## src/rtl/fetch_ctrl_if.sv

```systemverilog
// Handshake bundle between decode/memory and the fetch sequencing controller.
// The master side drives decode requests and stalls; the slave side is the controller.
interface fetch_ctrl_if #(
    parameter int XLEN = 32
);
    logic            branch_taken;
    logic            jal;
    logic            jalr;
    logic            stall_hazard;
    logic            stall_mem;
    logic [1:0]      pc_sel;
    logic            stall_if;
    logic            flush_if;
    logic            fetch_valid;
    logic [XLEN-1:0] redirect_count;
    logic [XLEN-1:0] bubble_count;

    modport master (
        output branch_taken, jal, jalr, stall_hazard, stall_mem,
        input  pc_sel, stall_if, flush_if, fetch_valid, redirect_count, bubble_count
    );

    modport slave (
        input  branch_taken, jal, jalr, stall_hazard, stall_mem,
        output pc_sel, stall_if, flush_if, fetch_valid, redirect_count, bubble_count
    );
endinterface

```

## src/rtl/fetch_ctrl.sv

```systemverilog
// Instruction-fetch sequencing: models imem latency, arbitrates decode redirects
// against stalls, and keeps redirect/bubble performance counters.
//
// state | meaning
// ------+--------------------------------------------------------------
// BOOT  | after reset; PC held so the first fetch is the reset PC
// WAIT  | imem read in flight; wcnt counts remaining wait cycles
// READY | instruction valid; advance, stall, or redirect
module fetch_ctrl #(
    parameter int XLEN     = 32,
    parameter int IMEM_LAT = 1,
    parameter int CNT_W    = 4
) (
    input logic         clk,
    input logic         rst,
    fetch_ctrl_if.slave fif
);
    localparam logic [1:0] SEL_PLUS4  = 2'd0;
    localparam logic [1:0] SEL_BRANCH = 2'd1;
    localparam logic [1:0] SEL_JAL    = 2'd2;
    localparam logic [1:0] SEL_JALR   = 2'd3;

    typedef enum logic [1:0] {
        BOOT  = 2'd0,
        WAIT  = 2'd1,
        READY = 2'd2
    } state_t;

    state_t            state;
    logic [CNT_W-1:0]  wcnt;
    logic [XLEN-1:0]   redirect_cnt;
    logic [XLEN-1:0]   bubble_cnt;

    logic              redirect;
    logic              take;
    logic [1:0]        redirect_sel;
    logic [1:0]        pc_sel;
    logic              stall_if;
    logic              flush_if;
    logic              fetch_valid;

    assign redirect = (state != BOOT) && (fif.jalr || fif.jal || fif.branch_taken);
    assign take     = redirect && !fif.stall_mem;

    always_comb begin
        redirect_sel = SEL_BRANCH;
        if (fif.jalr)
            redirect_sel = SEL_JALR;
        else if (fif.jal)
            redirect_sel = SEL_JAL;
    end

    always_comb begin
        pc_sel      = SEL_PLUS4;
        stall_if    = 1'b1;
        flush_if    = 1'b1;
        fetch_valid = 1'b0;
        case (state)
            WAIT: begin
                if (redirect) begin
                    pc_sel   = redirect_sel;
                    stall_if = !take;
                end
            end
            READY: begin
                fetch_valid = 1'b1;
                flush_if    = 1'b0;
                stall_if    = fif.stall_hazard || fif.stall_mem;
                if (redirect) begin
                    pc_sel = redirect_sel;
                    // A taken redirect squashes the fetched word; a blocked one just holds.
                    if (take) begin
                        stall_if    = 1'b0;
                        flush_if    = 1'b1;
                        fetch_valid = 1'b0;
                    end else begin
                        stall_if = 1'b1;
                    end
                end
            end
            default: ;
        endcase
    end

    always_ff @(posedge clk) begin
        if (rst) begin
            state        <= BOOT;
            wcnt         <= '0;
            redirect_cnt <= '0;
            bubble_cnt   <= '0;
        end else begin
            if (take)
                redirect_cnt <= redirect_cnt + 1'b1;
            if (flush_if && state != BOOT)
                bubble_cnt <= bubble_cnt + 1'b1;

            case (state)
                BOOT: begin
                    if (IMEM_LAT > 1) begin
                        state <= WAIT;
                        wcnt  <= CNT_W'(IMEM_LAT - 1);
                    end else begin
                        state <= READY;
                    end
                end
                WAIT: begin
                    if (take) begin
                        state <= WAIT;
                        wcnt  <= CNT_W'(IMEM_LAT - 1);
                    end else begin
                        wcnt <= wcnt - 1'b1;
                        if (wcnt == CNT_W'(1))
                            state <= READY;
                    end
                end
                READY: begin
                    if (!stall_if) begin
                        if (IMEM_LAT > 1) begin
                            state <= WAIT;
                            wcnt  <= CNT_W'(IMEM_LAT - 1);
                        end else begin
                            state <= READY;
                        end
                    end
                end
                default: begin
                    state <= BOOT;
                    wcnt  <= '0;
                end
            endcase
        end
    end

    assign fif.pc_sel         = pc_sel;
    assign fif.stall_if       = stall_if;
    assign fif.flush_if       = flush_if;
    assign fif.fetch_valid    = fetch_valid;
    assign fif.redirect_count = redirect_cnt;
    assign fif.bubble_count   = bubble_cnt;
endmodule

```

## src/flat_wrapper.sv

```systemverilog
// flat-port wrapper written by rule: the top's interface ports become plain ports
module fetch_ctrl_flat 
#(
    parameter int XLEN     = 32,
    parameter int IMEM_LAT = 1,
    parameter int CNT_W    = 4
)
  (clk, rst, fif_branch_taken, fif_jal, fif_jalr, fif_stall_hazard, fif_stall_mem, fif_pc_sel, fif_stall_if, fif_flush_if, fif_fetch_valid, fif_redirect_count, fif_bubble_count);
  fetch_ctrl_if #(.XLEN(XLEN)) fif_i ();
  input logic clk;
  input logic rst;
  input wire logic [$bits(fif_i.branch_taken)-1:0] fif_branch_taken;
  input wire logic [$bits(fif_i.jal)-1:0] fif_jal;
  input wire logic [$bits(fif_i.jalr)-1:0] fif_jalr;
  input wire logic [$bits(fif_i.stall_hazard)-1:0] fif_stall_hazard;
  input wire logic [$bits(fif_i.stall_mem)-1:0] fif_stall_mem;
  output wire logic [$bits(fif_i.pc_sel)-1:0] fif_pc_sel;
  output wire logic [$bits(fif_i.stall_if)-1:0] fif_stall_if;
  output wire logic [$bits(fif_i.flush_if)-1:0] fif_flush_if;
  output wire logic [$bits(fif_i.fetch_valid)-1:0] fif_fetch_valid;
  output wire logic [$bits(fif_i.redirect_count)-1:0] fif_redirect_count;
  output wire logic [$bits(fif_i.bubble_count)-1:0] fif_bubble_count;
  assign fif_i.branch_taken = fif_branch_taken;
  assign fif_i.jal = fif_jal;
  assign fif_i.jalr = fif_jalr;
  assign fif_i.stall_hazard = fif_stall_hazard;
  assign fif_i.stall_mem = fif_stall_mem;
  assign fif_pc_sel = fif_i.pc_sel;
  assign fif_stall_if = fif_i.stall_if;
  assign fif_flush_if = fif_i.flush_if;
  assign fif_fetch_valid = fif_i.fetch_valid;
  assign fif_redirect_count = fif_i.redirect_count;
  assign fif_bubble_count = fif_i.bubble_count;
  fetch_ctrl #(.XLEN(XLEN), .IMEM_LAT(IMEM_LAT), .CNT_W(CNT_W)) u_core (.clk(clk), .rst(rst), .fif(fif_i));
endmodule
```

## config.mk

```make
export PLATFORM = sky130hd
export DESIGN_NAME = fetch_ctrl_flat
export DESIGN_NICKNAME = d
export VERILOG_FILES = /design/src/rtl/fetch_ctrl_if.sv /design/src/rtl/fetch_ctrl.sv /design/src/flat_wrapper.sv
export SDC_FILE = /design/constraint.sdc
export NUM_CORES = 1
export LEC_CHECK = 0
export ABC_AREA = 1
export CORE_ASPECT_RATIO = 1.2
export CORE_MARGIN = 4
export CORE_UTILIZATION = 28
export CTS_BUF_LIST = sky130_fd_sc_hd__clkbuf_2 sky130_fd_sc_hd__clkbuf_4 sky130_fd_sc_hd__clkbuf_8
export CTS_CLUSTER_DIAMETER = 80
export DETAILED_ROUTE_END_ITERATION = 7
export PLACE_DENSITY = 0.53
export SLEW_MARGIN = 15
export SYNTH_ARGS = -nofsm -noshare
export SYNTH_HDL_FRONTEND = slang
export SYNTH_SLANG_ARGS = --single-unit
```

## constraint.sdc

```tcl
create_clock -name clk -period 4.2 [get_ports clk]
set_input_delay 0.63 -clock clk [delete_from_list [all_inputs] [get_ports clk]]
set_output_delay 0.63 -clock clk [all_outputs]
set_load 0.02 [all_outputs]
```

Fig. 1: run 1, cell classes on the final placement
Drawn at 3 px/um. Fill, decap, tap and diode cells in gray.
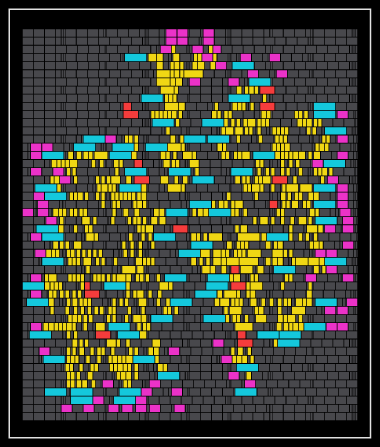
Key: other buffers and delay cells = magenta [cells 76]; clock drivers and dummy loads = red [cells 16]; flip-flops = cyan [cells 70]; all other logic = yellow [cells 583]

Fig. 2: run 1, signal wires on met2
Drawn at 3 px/um.
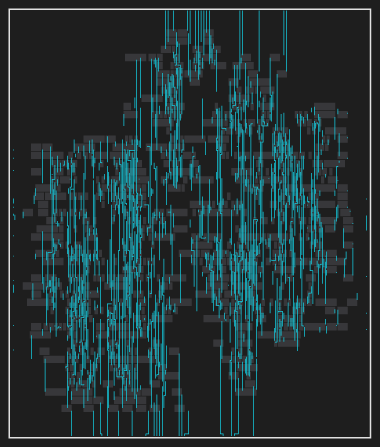
The layer holds 52% of the routed length. The wires run mostly vertical. The layer carries 6,320 um of wire. 600 nets have wire on it.

Fig. 3: run 1, I/O nets highlighted
Drawn at 3 px/um.
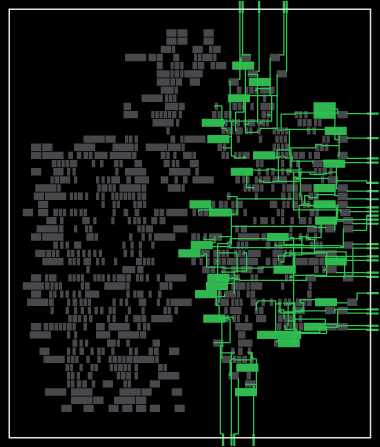
Key: fif_redirect_count = green [direction output, edge 23 right, 5 top, 4 bottom, end cells 32, buffers 32, wire 1,690 um]

==> run 1: worst paths after layout <==
path	startpoint	endpoint	cells after the start
worst min register to register	u_core.wcnt[0]$_SDFFE_PP0P_	u_core.wcnt[0]$_SDFFE_PP0P_	2
worst min-delay path	u_core.wcnt[0]$_SDFFE_PP0P_	u_core.wcnt[0]$_SDFFE_PP0P_	2
worst max-delay path	fif_jal	fif_stall_if	7
worst max register to register	u_core.state[0]$_SDFFE_PP0P_	u_core.fif.bubble_count[16]$_SDFFE_PP0P_	10
==> run 1: worst max-delay path, delay by kind of cell <==
family | cells | cell delay (ns)
buffers and inverters | 2 | 1.03
and+or+nand+nor | 5 | 0.80
==> run 1: state kept, by name, indices dropped and copies added (netlist names) <==
register / count
u_core.fif.bubble_count: 32
u_core.state: 2
u_core.wcnt: 4
u_core.fif.redirect_count: 32
==> summary.txt, run 1 <==
fresh numbers from the pnr run: CP startpoint kind primary input, final WL 12.3 mm, GPL Wtd Cong 0.819, share of flip-flops with an asynchronous set or reset 0, Min-Delay Path Class register to register, FP Util 0.288, Mapped Area 4210 sq um, seq pwr 0.692 mW, Reg clk slew, reported paths 0.08 ns, CP max FO 19, synthesized instance count 665, first-pass GRT wire length 20.3 mm, fillers 1,598, Design Area, Final 5340 sq um, Cell Area, Placed 5160 sq um, Num CTS Buffers 9, tap cells 200, Synth top area share 0.333, period utilization 0.736, critical setup path kind primary input to output port, largest class combinational gates, worst slew pin tran 1.02 ns, met3 Use GR 0.0362, Yosys top cell by area dfxtp_1, sequential cell area share 0.262, antenna-violating nets left 0, Log Warnings 30, hold_ws 0.486 ns, M2 GR Usage 0.271, mux frac, synth 0, PD cells 262 nW/um^2, Syn Area/Cell 6.33 sq um, register share of total power 0.495, CTS tree yes, Initial DRC Count 196, Seq/Total Area, Yosys 0.333, Area growth syn-to-layout 26.9%, Clock Power 0.529 mW, run status complete, no violations, htree depth 3, row cnt 48, # Cells Yosys 665
==> inputs of run 2 (changes only) <==
- clock period: 4.2 -> 3.2 ns (I/O delays scaled with it)
Fig. 4: run 2, clock distribution
Drawn at 3 px/um.
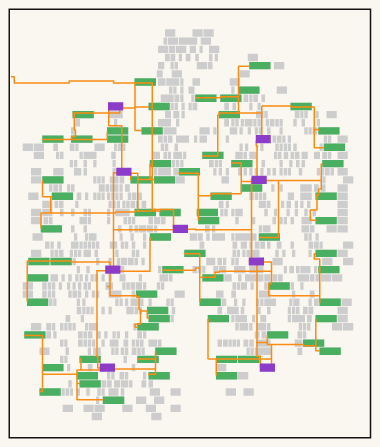
Key: clock wires = orange [length 1,160 um]; cells driving clock nets = purple [count 9]; flip-flops = green [count 70]
There are 10 routed clock nets.

==> run 2 against run 1 <==
  * Final cell count up 0.11%
  * Register-to-register slack worse by 0.91 ns
  * Clock power up 36%
  * Clock skew up 0.0014 ns
  * Non-clock buffer count up 2
  * Critical path type is now register to output port
  * Sequential share of layout area down 0.14 points
==> summary.txt, run 2 <==
fresh numbers from the pnr run: Clock Power 0.720 mW, Synth top area share 0.333, Worst Hold Path EP u_core.wcnt[0]$_SDFFE_PP0P_, Critical Path Source u_core.state[0]$_SDFFE_PP0P_, Design Area, Final 5370 sq um, sequential cell area share 0.261, first-pass GRT wire length 20.3 mm, worst slew pin tran 0.582 ns, synthesized instance count 665, tap cells 200, PD cells 348 nW/um^2, FP Util 0.288, final WL 12.3 mm, CTS tree yes, Area growth syn-to-layout 27.6%, Mapped Area 4210 sq um, largest class combinational gates, Log Warnings 30, Syn Area/Cell 6.33 sq um, row cnt 48, FF-to-FF End u_core.fif.bubble_count[20]$_SDFFE_PP0P_, mux frac, synth 0, Reg clk slew, reported paths 0.07 ns, hold_ws 0.486 ns, Yosys top cell by area dfxtp_1, GPL Wtd Cong 0.816, run status complete, no violations, Cell Area, Placed 5170 sq um, htree depth 3, CP startpoint kind register, Num CTS Buffers 9, R2R cell count 10, fillers 1,626
## run 2: cell counts after synthesis
No cell type changed its count.
## run 2: critical path, cell delays in order (launching register included)
cell	delay, ns
dfxtp_1	0.41
inv_1	0.09
ha_1	0.23
inv_1	0.16
nand3_4	0.12
nand2_1	0.12
nand3_1	0.12
clkdlybuf4s50_1	0.55
## run 2: logic make-up (layout without fill, tap and decap cells)
kind of cell             count (synthesis)  after routing
XOR/XNOR                                 8              8
AND-OR/OR-AND                           75             75
buffers and inverters                   82            163
adder cells (fa/ha/maj)                  8              8
flip-flops                              70             70
AND/OR/NAND/NOR                        422            422
## run 2: per-layer routing
layer  global-route usage  up-vias  wire [um]
met5                    0        -          0
met4               0.0748        0        339
li1                     -     2257          -
met1                0.161     1952       5140
met3               0.0254       26        507
met2                0.276       94       6330
==> inputs of run 3 (changes only) <==
- clock period: 3.2 -> 2.61 ns (I/O delays scaled with it)
Fig. 5: run 3, clock wiring as the flow saved it
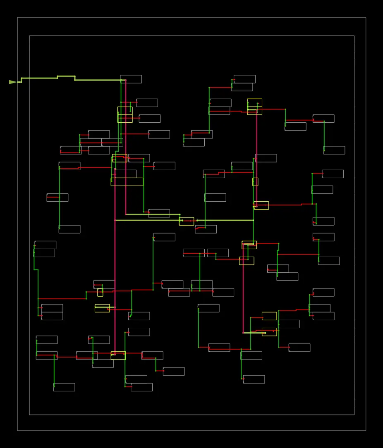
Clock Power: 0.979 mW
clk_skew: 0.00856 ns
Num CTS Buffers: 9
CTS sink cnt: 70
flop count: 70

==> run 3 against run 2 <==
  * Core utilization increased by 0.36 points
  * Synthesized cell count unchanged
  * Wire length decreased by 0.47%
  * Highest routed layer unchanged
  * Critical path type unchanged
  * Largest power group unchanged
  * Sequential power increased by 23%
  * Clock-buffer cell count decreased by 2
  * Die size unchanged
  * First-iteration DRC count increased by 9.5%
  * Combinational power increased by 27%
  * Sequential share of layout area decreased by 0.25 points
  * Global-route usage decreased by 0.25 points
  * Clock power increased by 36%
==> summary.txt, run 3 <==
fresh numbers from the pnr run: run status complete, no violations, CP Cell Sequence inv_1, ha_1, inv_1, nand3_4, nand2_1, clkdlybuf4s50_1, FF-to-FF End u_core.fif.redirect_count[8]$_SDFFE_PP0P_, critical path depth 6, Met1 Wirelength 5.21 mm, Cell Area, Placed 5200 sq um, worst slew pin tran 0.423 ns, row cnt 48, synthesized instance count 665, register share of total power 0.466, Critical Path Slowest Stage Cell clkdlybuf4s50_1, share of flip-flops with an asynchronous set or reset 0, mux frac, synth 0, met3 Use GR 0.0266, WP buf/inv 3, CP max FO 4, Seq/Total Area, Yosys 0.333, origin of the critical flop-to-flop path u_core.state[0]$_SDFFE_PP0P_, met1 usage 0.162, met3 WL 422 um, Synth top area share 0.333, Mapped Area 4210 sq um, Reg clk slew, reported paths 0.07 ns
## run 3: cells by family (layout without fill, tap and decap cells)
| kind of cell | Yosys count | count (layout) |
|---|---|---|
| simple gates | 422 | 422 |
| compound gates | 75 | 75 |
| flops | 70 | 70 |
| buf+inv | 82 | 167 |
| fa+ha+maj | 8 | 8 |
| xor+xnor | 8 | 8 |
## run 3: cell type report
cell class                 instances  area [sq um]  area share
inverter                          70           263      0.0485
tap                              200           250      0.0462
timing repair buffer              81           801       0.148
multi-input combinational        513          2490       0.459
clock inverter                     3          40.0     0.00739
sequential                        70          1400       0.258
clock buffer                      13           179      0.0330
Power and IR drop assume default switching activity.
